[src/rtl/neighbor_count_seq.sv]
// Serial Game-of-Life neighbour counter: one 3-bit adder stepped over the
// eight captured neighbour bits, then the Life rule applied to the total.

module adder3 (
    input  logic [2:0] i_a,
    input  logic [2:0] i_b,
    input  logic       i_c_in,
    output logic [2:0] o_sum,
    output logic       o_c_out
);

    assign {o_c_out, o_sum} = {1'b0, i_a} + {1'b0, i_b} + {3'b000, i_c_in};

endmodule

module neighbor_count_seq (
    input  logic       clk,
    input  logic       rst,
    input  logic       start,
    input  logic [7:0] neighbors,
    input  logic       alive,
    output logic       busy,
    output logic       done,
    output logic [3:0] count,
    output logic       next_alive
);

    typedef enum logic [1:0] {
        S_IDLE  = 2'd0,
        S_ACCUM = 2'd1,
        S_DONE  = 2'd2
    } state_t;

    state_t     r_state;
    state_t     w_state_nxt;

    logic [7:0] r_nb;
    logic       r_alive;
    logic [3:0] r_acc;
    logic [2:0] r_idx;
    logic [3:0] r_count;
    logic       r_next_alive;

    logic       w_bit;
    logic [2:0] w_sum;
    logic       w_cout;
    logic       w_live;

    assign w_bit  = r_nb[r_idx];
    assign w_live = (r_acc == 4'd3) | (r_alive & (r_acc == 4'd2));

    // bit 3 is sticky: only the eighth live neighbour can carry out of the low 3 bits
    adder3 u_adder (
        .i_a     (r_acc[2:0]),
        .i_b     (3'b000),
        .i_c_in  (w_bit),
        .o_sum   (w_sum),
        .o_c_out (w_cout)
    );

    always_comb begin
        w_state_nxt = r_state;
        busy        = 1'b0;
        done        = 1'b0;
        count       = r_count;
        next_alive  = r_next_alive;
        case (r_state)
            S_IDLE: begin
                if (start) w_state_nxt = S_ACCUM;
            end
            S_ACCUM: begin
                busy = 1'b1;
                if (r_idx == 3'd7) w_state_nxt = S_DONE;
            end
            S_DONE: begin
                // result shown straight from the accumulator so it coincides with done
                busy        = 1'b1;
                done        = 1'b1;
                count       = r_acc;
                next_alive  = w_live;
                w_state_nxt = S_IDLE;
            end
            default: w_state_nxt = S_IDLE;
        endcase
    end

    always_ff @(posedge clk) begin
        if (rst) begin
            r_state      <= S_IDLE;
            r_nb         <= '0;
            r_alive      <= 1'b0;
            r_acc        <= '0;
            r_idx        <= '0;
            r_count      <= '0;
            r_next_alive <= 1'b0;
        end else begin
            r_state <= w_state_nxt;
            case (r_state)
                S_IDLE: begin
                    if (start) begin
                        r_nb    <= neighbors;
                        r_alive <= alive;
                        r_acc   <= '0;
                        r_idx   <= '0;
                    end
                end
                S_ACCUM: begin
                    r_acc <= {r_acc[3] | w_cout, w_sum};
                    r_idx <= r_idx + 3'd1;
                end
                S_DONE: begin
                    r_count      <= r_acc;
                    r_next_alive <= w_live;
                end
                default: ;
            endcase
        end
    end

endmodule
[config.mk]
export PLATFORM = sky130hd
export DESIGN_NAME = neighbor_count_seq
export DESIGN_NICKNAME = d
export VERILOG_FILES = /design/src/rtl/neighbor_count_seq.sv
export SDC_FILE = /design/constraint.sdc
export NUM_CORES = 1
export LEC_CHECK = 0
export CORE_MARGIN = 3
export CORE_UTILIZATION = 50
export CTS_BUF_LIST = sky130_fd_sc_hd__clkbuf_16
export CTS_CLUSTER_SIZE = 12
export DETAILED_ROUTE_END_ITERATION = 6
export MAX_ROUTING_LAYER = met4
export PLACE_DENSITY = 0.76
export SKIP_CTS_REPAIR_TIMING = 1
export SYNTH_ARGS = -nofsm -noshare
export SYNTH_HDL_FRONTEND = slang
export SYNTH_SLANG_ARGS = --single-unit
[constraint.sdc]
create_clock -name clk -period 2.25 [get_ports clk]
set_input_delay 0.5625 -clock clk [delete_from_list [all_inputs] [get_ports clk]]
set_output_delay 0.5625 -clock clk [all_outputs]
set_load 0.02 [all_outputs]
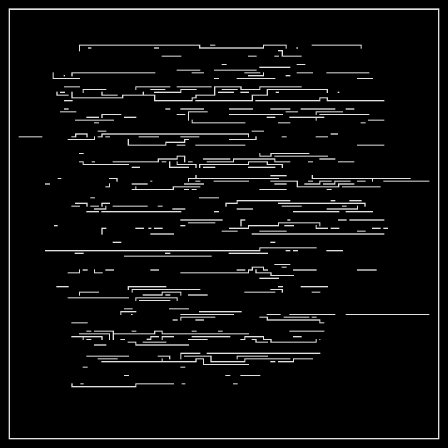
*Met1 routing, run 1*
nets with wire on the layer: 138
longest straight run: 26.2 microns
vias: 891
M1 GR Usage: 0.1986
Post-Route WL: 2235 microns

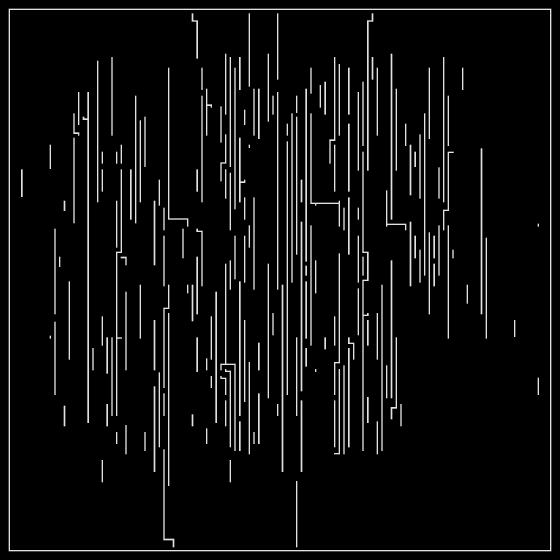
*Met2 routing, run 1*
wire length on this layer: 1150 microns
share of all routed wire: 52%

==> flow_metrics.tcl, run 1 <==
# collected from the flow reports
set metrics [dict create \
    status "finished, final reports clean" \
    worst_hold_slack_ns 0.4501 \
    synth_top_cell_by_area "dfxtp_1" \
    antenna_found_initial 0 \
    yosys_cells 116 \
    synth.most_common_cell "dfxtp_1" \
    fin_total_pwr_mw 1.344 \
    pwr_density_cell_nw_per_um2 967.9 \
    numCtsBuffers 3 \
    crit_slowest_cell "clkdlybuf4s50_1" \
    ys.flops 23 \
    dp.cells 160 \
    hp-class "reg2reg" \
    insertion_delay_ns 0.26 \
    clock-sinks 23 \
    grt_overflow 0 \
    ys.flop_type "dfxtp_1" \
    finClkSkew_ns 0.006336 \
    drc 0 \
    top_cells_by_area "dfxtp_1 43%, ha_1 10%, nand2_1 7.3%, a21oi_1 6.5%, mux2_2 5.2%" \
    min_from "r_nb[4]" \
    stdcell_count 164 \
    maxSlewHeadroom 0.6054 \
    crit_path_start_kind "flip-flop" \
    die.size.y_microns 52.42 \
    io_pins 19 \
    ys.warnings.count 0 \
    synth-async-reset-ratio 0 \
    layout.nets 159 \
    die.size.x_microns 52.42 \
    portBuffers 18 \
    setup_viol 0 \
    fmax_ghz 0.4678 \
    ys_top_cells_by_count "23 x dfxtp_1, 21 x nand2_1, 14 x a21oi_1" \
    antenna_left 0 \
    cap_violations 0 \
    netlist_instances 116 \
    rows 16 \
    leakage_nw 0.6586 \
    warning_count 30 \
    critical_path_class "reg2out" \
    finalHoldViolations 0 \
    path_cells "inv_1 > ha_1 > buf_4 > clkdlybuf4s50_1" \
    slew_viol_final 0 \
    synth-edff-count 0 \
    crit_family "buffers and inverters" \
    cp.required_ns 1.69 \
    yosysUniqueCellTypes 22 \
    vias_per_cell 5.433 \
    drive_above_1_share 0.1095 \
    grt_use_total 0.1903 \
    tritoncts "built" \
    cts.htree.levels 1 \
    slowest_delay_ns 0.60 \
    finalClockPeriodUsage 0.9502 \
    wl_per_cell_microns 13.63 \
    cts-root-buf "clkbuf_16" \
    grt_pass1_wl_microns 3650 \
    coreArea_sq_um 2002 \
    dp_hpwl_microns 1535 \
    initial_core_util 0.5381 \
    syn2layout_area_growth_pct 28.92 \
    cp_num_buf_inv 3 \
    fp_nets 137 \
    reg2reg_slack_ns 0.18 \
    cp_max_fo 6 \
    place_congestion 0.7928 \
    grt_pass1_vias 853 \
    synth_area_per_cell_sq_um 9.287 \
    worst_slew_pin_slew_ns 0.5755 \
    grt_max_degree 20 \
    ys_chip_area_sq_um 1077 \
    antenna_cells 0 \
    end_kind "output port" \
    dr.pass1.iters 4 \
    fin_crit_ns 2.138 \
    irDropWorstVdd_uv 680.5 \
    yosysTopAreaCellShare 0.4274 \
    syn_area_sq_um 1077 \
    die-area_sq_um 2747 \
    rsz0062_at_grt "false" \
    cts.clk_slew.worst_paths_ns 0.06 \
    cts_max_path_buffers 2 \
    r2r_start "r_idx[0]" \
    drtIter0Drc 8 \
    critPathLaunch "r_state[0]" \
    arrival_ns 1.58 \
    ys_seq_share 0.4274 \
]
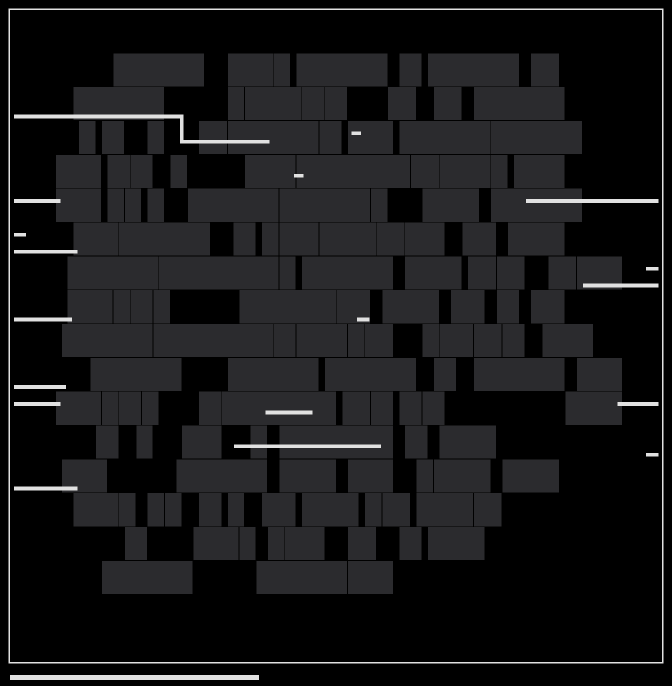
*Metal 3, run 1*
The bar under the picture is 20 microns long.
wire length on this layer: 84.4 microns
share of all routed wire: 3.8%
nets with wire on the layer: 15
main direction: horizontal
longest straight run: 13.3 microns

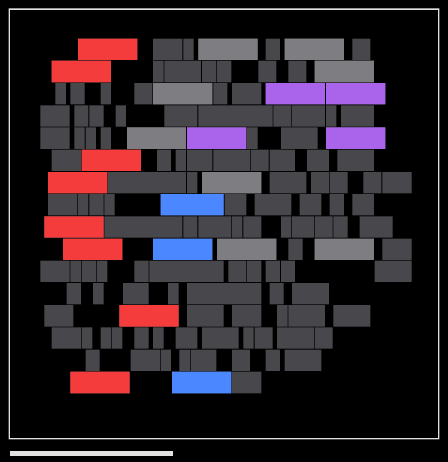
*Register map, names as in the netlist, run 1*
The bar under the picture is 20 microns long. Other sequential cells in the stronger gray, the rest of the logic in the fainter gray.
legend:
  r_idx:
    color: blue
    sequential_cells: 3
  r_acc:
    color: purple
    sequential_cells: 4
    where: top right
  r_nb:
    color: red
    sequential_cells: 8
not colored: 8
Sequential Power: 493 uW
Seq/total area: 0.3324
Sequential cell area: 461.7 sq um
Final Util: 0.6938

==> run 1: where the power goes <==
group          internal [mW]  total (mW)  leakage [nW]  switching, mW
Combinational          0.203       0.472         0.430          0.268
Sequential             0.460       0.493         0.188         0.0325
Clock                  0.239       0.380        0.0409          0.141
==> run 1: layout by cell type, fill, tap and decap left out, types with 3 or more instances in the layout <==
| cell | count |
|---|---|
| ha_1 | 9 |
| dlymetal6s2s_1 | 5 |
| a32oi_1 | 4 |
| a21oi_1 | 14 |
| buf_4 | 4 |
| nand2_1 | 21 |
| nor2b_1 | 8 |
| dfxtp_1 | 22 |
| o21ai_0 | 3 |
| clkbuf_16 | 3 |
| mux2_2 | 5 |
| nand2b_1 | 4 |
| clkdlybuf4s50_1 | 12 |
| nor2_1 | 5 |
==> run 1: final timing paths <==
check | cells past startpoint | end
setup / recovery | 4 | done
hold reg to reg | 2 | r_nb[4]
hold / removal | 2 | r_nb[4]
setup reg to reg | 7 | r_acc[2]
==> run 1: worst register-to-register path, stage by stage (launching register included) <==
cell	delay (ns)
dfxtp_2	0.37
mux4_1	0.56
mux2_2	0.28
ha_1	0.19
ha_1	0.19
nor2b_1	0.13
a21oi_1	0.13
o21ai_0	0.11
==> run 1: per-layer routing <==
| layer | track usage | vias to the layer above | wire, microns | share of wire |
|---|---|---|---|---|
| li1 | - | 444 | - | - |
| met3 | 0.04558 | 6 | 84 | 0.038 |
| met5 | - | - | 0 | 0 |
| met4 | 0.1064 | 0 | 58 | 0.026 |
| met2 | 0.3264 | 18 | 1151 | 0.51 |
| met1 | 0.1986 | 423 | 940 | 0.42 |
==> run 1: registers in the layout, summed over array words and instances (netlist names) <==
register and count:
r_acc 4, r_alive 1, r_count 4, r_idx 3, r_nb 8, r_next_alive 1
r_state 2
==> run 1: through the flow <==
stage / worst slack (ns) / TNS [ns] / cell area (sq um)
after detailed placement: 0.05403 / 0 / 1300
after global placement: 0.05742 / 0 / 1300
after global routing: 0.02267 / 0 / 1389
after CTS: -0.3413 / -1.016 / 1380
after floorplan: 0.2655 / 0 / 1077
final: 0.1121 / 0 / 1389
==> run 1: layout make-up <==
type                            count  area, sq um
Multi-Input combinational cell     86        588.1
Tap cell                           27        33.78
Timing Repair Buffer               22        217.7
Sequential cell                    23        461.7
Fill cell                         170        613.1
Inverter                            2        7.507
Clock inverter                      1        5.005
Clock buffer                        3        75.07
==> run 1: cell families (layout without fill, tap and decap cells) <==
group,after synthesis,count (layout),synth area share
compound gates,23,23,0.1220
mux,8,8,0.1103
buf+inv,7,28,0.02672
simple gates,46,46,0.2091
flops,23,23,0.4274
fa+ha+maj,9,9,0.1045
### Routing congestion, run 1

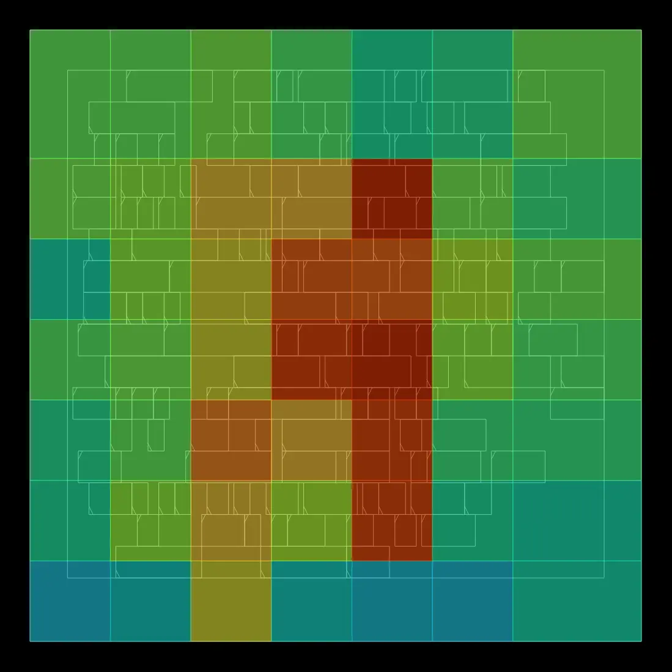

--- run 2 (diff from run 1) ---
--- a/config.mk
+++ b/config.mk
@@ -10,9 +10,11 @@
 export CTS_BUF_LIST = sky130_fd_sc_hd__clkbuf_16
 export CTS_CLUSTER_SIZE = 12
 export DETAILED_ROUTE_END_ITERATION = 6
+export HOLD_SLACK_MARGIN = 0.02
 export MAX_ROUTING_LAYER = met4
-export PLACE_DENSITY = 0.76
+export PLACE_DENSITY_LB_ADDON = 0.25
 export SKIP_CTS_REPAIR_TIMING = 1
 export SYNTH_ARGS = -nofsm -noshare
 export SYNTH_HDL_FRONTEND = slang
 export SYNTH_SLANG_ARGS = --single-unit
+export TNS_END_PERCENT = 1
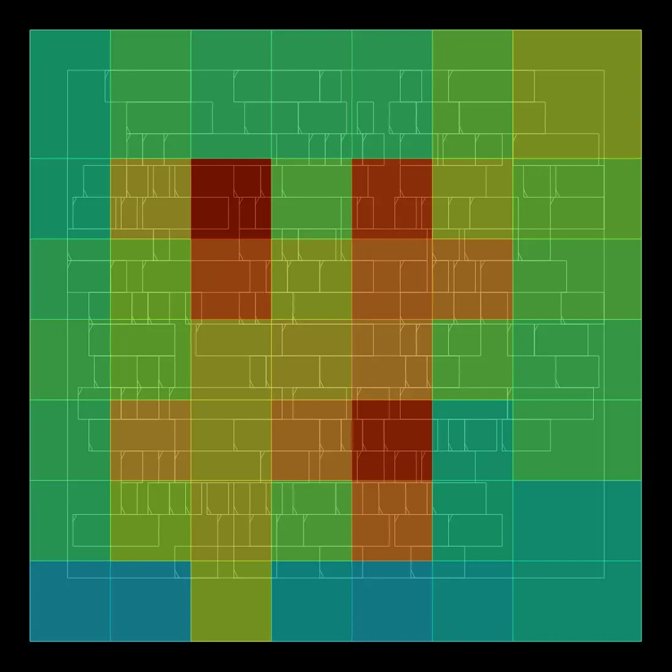
*Routing congestion, run 2*
Final Util: 0.7013
most crowded layer after global routing: met2
Global Route Usage Sum: 0.1869
GR Layer Usage met3: 0.05128

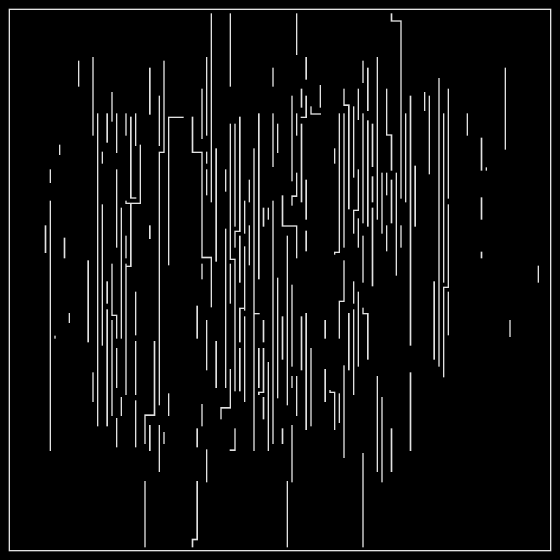
*Met2 routing, run 2*
share of all routed wire: 53%
main direction: vertical
longest straight run: 30.3 microns
wire length on this layer: 1170 microns
nets with wire on the layer: 130
Post-Route WL: 2200 microns
met2 GRT Util: 0.3492

==> run 2 against run 1 <==
- synthesized cell count did not move
- first-iteration DRC count grew 13%
- non-clock buffer count is 2 higher
- synthesized area did not move
- via count decreased by 3.7%
- utilization is 0.75 points higher
- clock power is essentially flat
- power about the same
- combinational power hardly changed
- register-to-register slack got worse by 0.08 ns
- setup slack worse by 0.016 ns
==> flow_metrics.tcl, run 2 <==
# collected from the flow reports
set metrics [dict create \
    cts-root-buf "clkbuf_16" \
    die.size.y_microns 52.42 \
    place_congestion 0.8224 \
    maxSlewHeadroom 0.6328 \
    layout.nets 161 \
    ys.flops 23 \
    warning_count 30 \
    finalClockPeriodUsage 0.9574 \
    reg_top3 "r_nb: 8 flops, r_acc: 4 flops, r_count: 4 flops" \
    grt_pass1_wl_microns 3650 \
    worst_slack_ns 0.09589 \
    arrival_ns 1.59 \
    r2r_cells 6 \
    status "finished, final reports clean" \
    leakage_nw 0.6689 \
    cts_max_path_buffers 2 \
    r2r-end "r_acc[1]" \
    grt_overflow 0 \
    top_cells_by_area "dfxtp_1 43%, ha_1 10%, nand2_1 7.3%, a21oi_1 6.5%, mux2_2 5.2%" \
    rows 16 \
    antenna_found_initial 0 \
    worst_slew_pin_slew_ns 0.5355 \
    end_kind "output port" \
    grt_pass1_vias 874 \
    coreArea_sq_um 2002 \
    syn_area_sq_um 1077 \
    dp_hpwl_microns 1600 \
    placed_area_sq_um 1315 \
    synth_top_cell_by_area "dfxtp_1" \
    cap_violations 0 \
    io_pins 19 \
    irDropWorstVdd_uv 727.2 \
    antenna_left 0 \
    cp.required_ns 1.69 \
    ys.warnings.count 0 \
    fin_total_pwr_mw 1.344 \
    crit_path_start_kind "flip-flop" \
    worst_hold_slack_ns 0.4509 \
    reg2reg_slack_ns 0.1 \
    synth.most_common_cell "dfxtp_1" \
    tritoncts "built" \
    yosys_cells 116 \
    slew_viol_final 0 \
    critPathLaunch "r_state[0]" \
    fmax_ghz 0.4642 \
    r2r_start "r_idx[0]" \
    synth_area_per_cell_sq_um 9.287 \
    syn2layout_area_growth_pct 30.31 \
    drc 0 \
    layout_top_cells "22 x dfxtp_1, 21 x nand2_1, 14 x a21oi_1" \
    wl_per_cell_microns 13.25 \
    setup_viol 0 \
    largest_reg_flops 8 \
    largest-register "r_nb" \
    dr.pass1.iters 4 \
    cts.htree.levels 1 \
    finalHoldViolations 0 \
    numCtsBuffers 3 \
    ys_chip_area_sq_um 1077 \
    hold_depth 2 \
    ys_seq_share 0.4274 \
    critical_path_class "reg2out" \
    initial_core_util 0.5381 \
    antenna_cells 0 \
    grt_max_degree 14 \
    fin_crit_ns 2.154 \
    hp-class "reg2reg" \
    dp_worst_setup_slack_ns 0.008044 \
    final_common_cell "dfxtp_1" \
    ys.flop_type "dfxtp_1" \
    synth-edff-count 0 \
    finalInstanceArea_sq_um 1404 \
    cts.clk_slew.worst_paths_ns 0.06 \
    drtIter0Drc 9 \
    ys_top_cells_by_count "23 x dfxtp_1, 21 x nand2_1, 14 x a21oi_1" \
    die.size.x_microns 52.42 \
    rsz0062_at_grt "false" \
    cp_max_fo 6 \
]
[run 2: netlist changes by cell type in the layout (fill, tap and decap cells not counted)]
| cell | delta |
|---|---|
| buf_4 | +2 |
| o21ai_0 | +1 |
| o21ai_1 | -1 |
[run 2: logic make-up (layout without fill, tap and decap cells)]
logic type | count (synthesis) | in the layout | share of synthesized area
AND/OR/NAND/NOR | 46 | 46 | 0.2091
flip-flops | 23 | 23 | 0.4274
adder cells (fa/ha/maj) | 9 | 9 | 0.1045
buffers and inverters | 7 | 30 | 0.02672
multiplexers | 8 | 8 | 0.1103
AND-OR/OR-AND | 23 | 23 | 0.1220
[run 2: how the worst max path moves through the flow]
stage / end / slack (ns) / cells after the start
floorplan: r_acc[2] / 0.27 / 7
global placement: next_alive / 0.05 / 6
detailed placement: next_alive / 0.008 / 6
CTS: next_alive / -0.28 / 6
global route: next_alive / 0.01 / 6
finish: done / 0.1 / 4
[run 2: through the flow]
| stage | instances | TNS, ns | util |
|---|---|---|---|
| CTS | 166 | -1.047 | 0.6969 |
| floorplan | 116 | 0 | - |
| global placement | 162 | 0 | 0.6569 |
| finish | 166 | 0 | 0.7013 |
| detailed placement | 162 | 0 | 0.6569 |
| global route | 166 | 0 | 0.7013 |
[run 2: metal layers]
layer  part of all wire  routed length [microns]  track usage
met1               0.42                      920       0.1834
met2               0.53                     1168       0.3492
met3              0.038                       83      0.05128
met4              0.012                       27      0.06383
met5                  0                        0            -
[run 2: report_power, final]
part	leakage, nW	internal [mW]	switching, mW
Sequential	0.188	0.460	0.0325
Combinational	0.440	0.204	0.266
Clock	0.0409	0.239	0.142
Total	0.669	0.903	0.441
[run 2: final cells by class]
class                      count  area [sq um]
timing repair buffer          24         232.7
tap                           27         33.78
clock buffer                   3         75.07
clock inverter                 1         5.005
multi-input combinational     86         588.1
fill                         169         598.1
sequential                    23         461.7
inverter                       2         7.507
[run 2: critical path: stages (launching register included)]
cell             delay, ns
dfxtp_1               0.31
inv_1                 0.07
ha_1                  0.19
buf_4                 0.16
clkdlybuf4s50_1       0.60
Power is estimated from default activity; no workload was simulated.
